placed.png
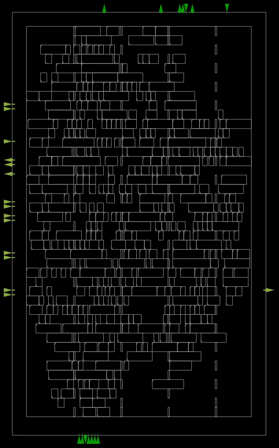
class_map.png
Fill, decap, tap and diode cells in gray.
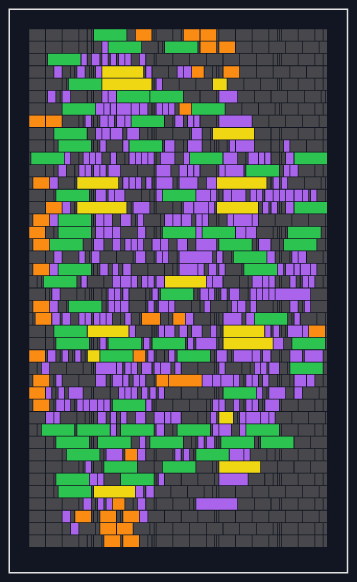
port_trees.png
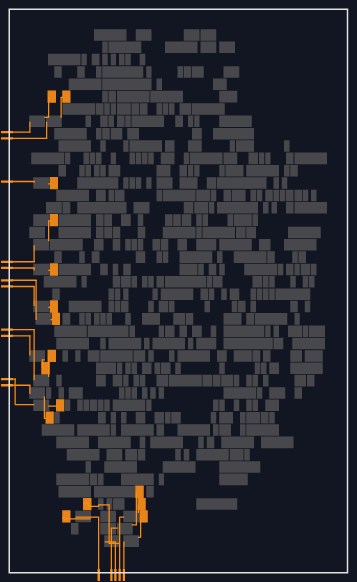
==> config.mk <==
export PLATFORM = sky130hd
export DESIGN_NAME = seg_scan_driver
export DESIGN_NICKNAME = d
export VERILOG_FILES = /design/src/rtl/seg_pkg.sv /design/src/rtl/seg_prescaler.sv /design/src/rtl/seg_scan_driver.sv
export SDC_FILE = /design/constraint.sdc
export NUM_CORES = 1
export LEC_CHECK = 0
export ABC_AREA = 1
export CAP_MARGIN = 20
export CORE_ASPECT_RATIO = 1.75
export CORE_MARGIN = 4
export CORE_UTILIZATION = 40
export DETAILED_ROUTE_END_ITERATION = 8
export PLACE_DENSITY = 0.63
export SYNTH_ARGS = -nofsm -noshare
export SYNTH_HDL_FRONTEND = slang
export SYNTH_SLANG_ARGS = --single-unit
==> constraint.sdc <==
create_clock -name clk -period 2.15 [get_ports clk]
set_input_delay 0.3225 -clock clk [delete_from_list [all_inputs] [get_ports clk]]
set_output_delay 0.3225 -clock clk [all_outputs]
set_load 0.02 [all_outputs]
==> results.toml <==
# physical design summary
[synth]
ys_cells = 424
synthAoiAreaFrac_pct = 12.0
yosys-top-cells-area = "dfxtp_1 (40%), nand2_1 (9.9%), nor2_1 (6.7%)"
synth_warnings = 0
ys_seq_share_pct = 40.5
yosysMostFrequentCell = "nand2_1"
ys_sh_xor_pct = 1.43
yosysTopAreaCellShare_pct = 40.5
netlist_logic_family_top = "simple AND/OR/NAND/NOR gates"
synth_cells = 424
synthMuxAreaShare_pct = 0
synth_area_mm2 = 0.00307
flop_cell = "dfxtp_1"

[final_layout]
clkbuf_count = 9
fin_nets = 477
syn_to_final_growth_pct = 26.2
logic_area_mm2 = 0.00155
seq_area_mm2 = 0.00124
drive_gt1_share_pct = 16.1

[routing]
met1_length_mm = 2.72
route.met2.wl_mm = 4.07
highest_layer = "met4"
route.detailed.drc = 0
vias = 2721
via_per_inst = 4.96

[final_timing]
worst_pin_slew_ns = 0.539
fin_crit_ns = 1.97
slew_viol_final = 0
setup_violations = 0

[placement]
placed_cells = 533
dp_slack_ns = 0.102
placed_cell_area_mm2 = 0.00345

[worst_setup_path]
arrival_ns = 1.65
rrSetupSlack_ns = 0.21
required_ns = 1.83

[power_and_ir_drop]
internal_power_mw = 2.50
pwr-share-clk_pct = 57.3
combinationalPowerShare_pct = 4.3
powerComb_uw = 133
p_per_area_mw_per_mm2 = 805

[clock_network]
clk-insertion-delay-late_ns = 0.33
cts_inserted_buffers = 9
clk_pin_slew_ns = 0.05
post_cts_resize_count = 0
cts_tree = "built"

[floorplanning]
die-area_mm2 = 0.00918
die_h_um = 124

[grt]
met1_usage_pct = 16.6

[run_status]
status = "finished clean"
About placed.png:
Core ar.: 0.00751 mm2
TAP cells: 88

About class_map.png:
Green shows registers, cells 62, share of their area 33%. Yellow shows clock drivers and dummy loads, cells 16, share of their area 9.9%. Orange shows remaining buffers and delay cells, cells 37, share of their area 9.7%. Purple shows remaining logic cells, cells 346, share of their area 47%.
Finished Cell Area: 0.00387 mm2
Cell Rows: 42
Seq area share: 32.1%

About port_trees.png:
Orange shows wr_data, bits 16, direction input, end cells 16, buffers 16, wire 223 um.
IO Pins: 29
input/output buffers: 28

-- layout by cell type, fill, tap and decap left out, types with 2 or more instances in the layout --
master           count
nand2_1             81
dfxtp_1             62
inv_1               54
nor2_1              51
clkdlybuf4s50_1     28
a21oi_1             27
nand3_1             23
o21ai_0             22
nand4_1             15
nor2_2              11
clkbuf_16            9
o21ai_1              8
nand2_2              7
buf_4                7
nand2_4              5
xor2_1               5
nor2_4               4
o21ai_2              4
bufinv_16            4
clkinv_4             3
inv_2                3
nand3b_1             3
o21a_1               2
nor3b_1              2
nand4_2              2
a21oi_2              2
nand3_2              2
-- worst max-delay path: stages (launching register included) --
cell and delay [ns]:
dfxtp_1 0.47, buf_4 0.24, inv_1 0.07, clkdlybuf4s50_1 0.54
Power figures rest on the tool's default switching activity, not on a simulated workload.
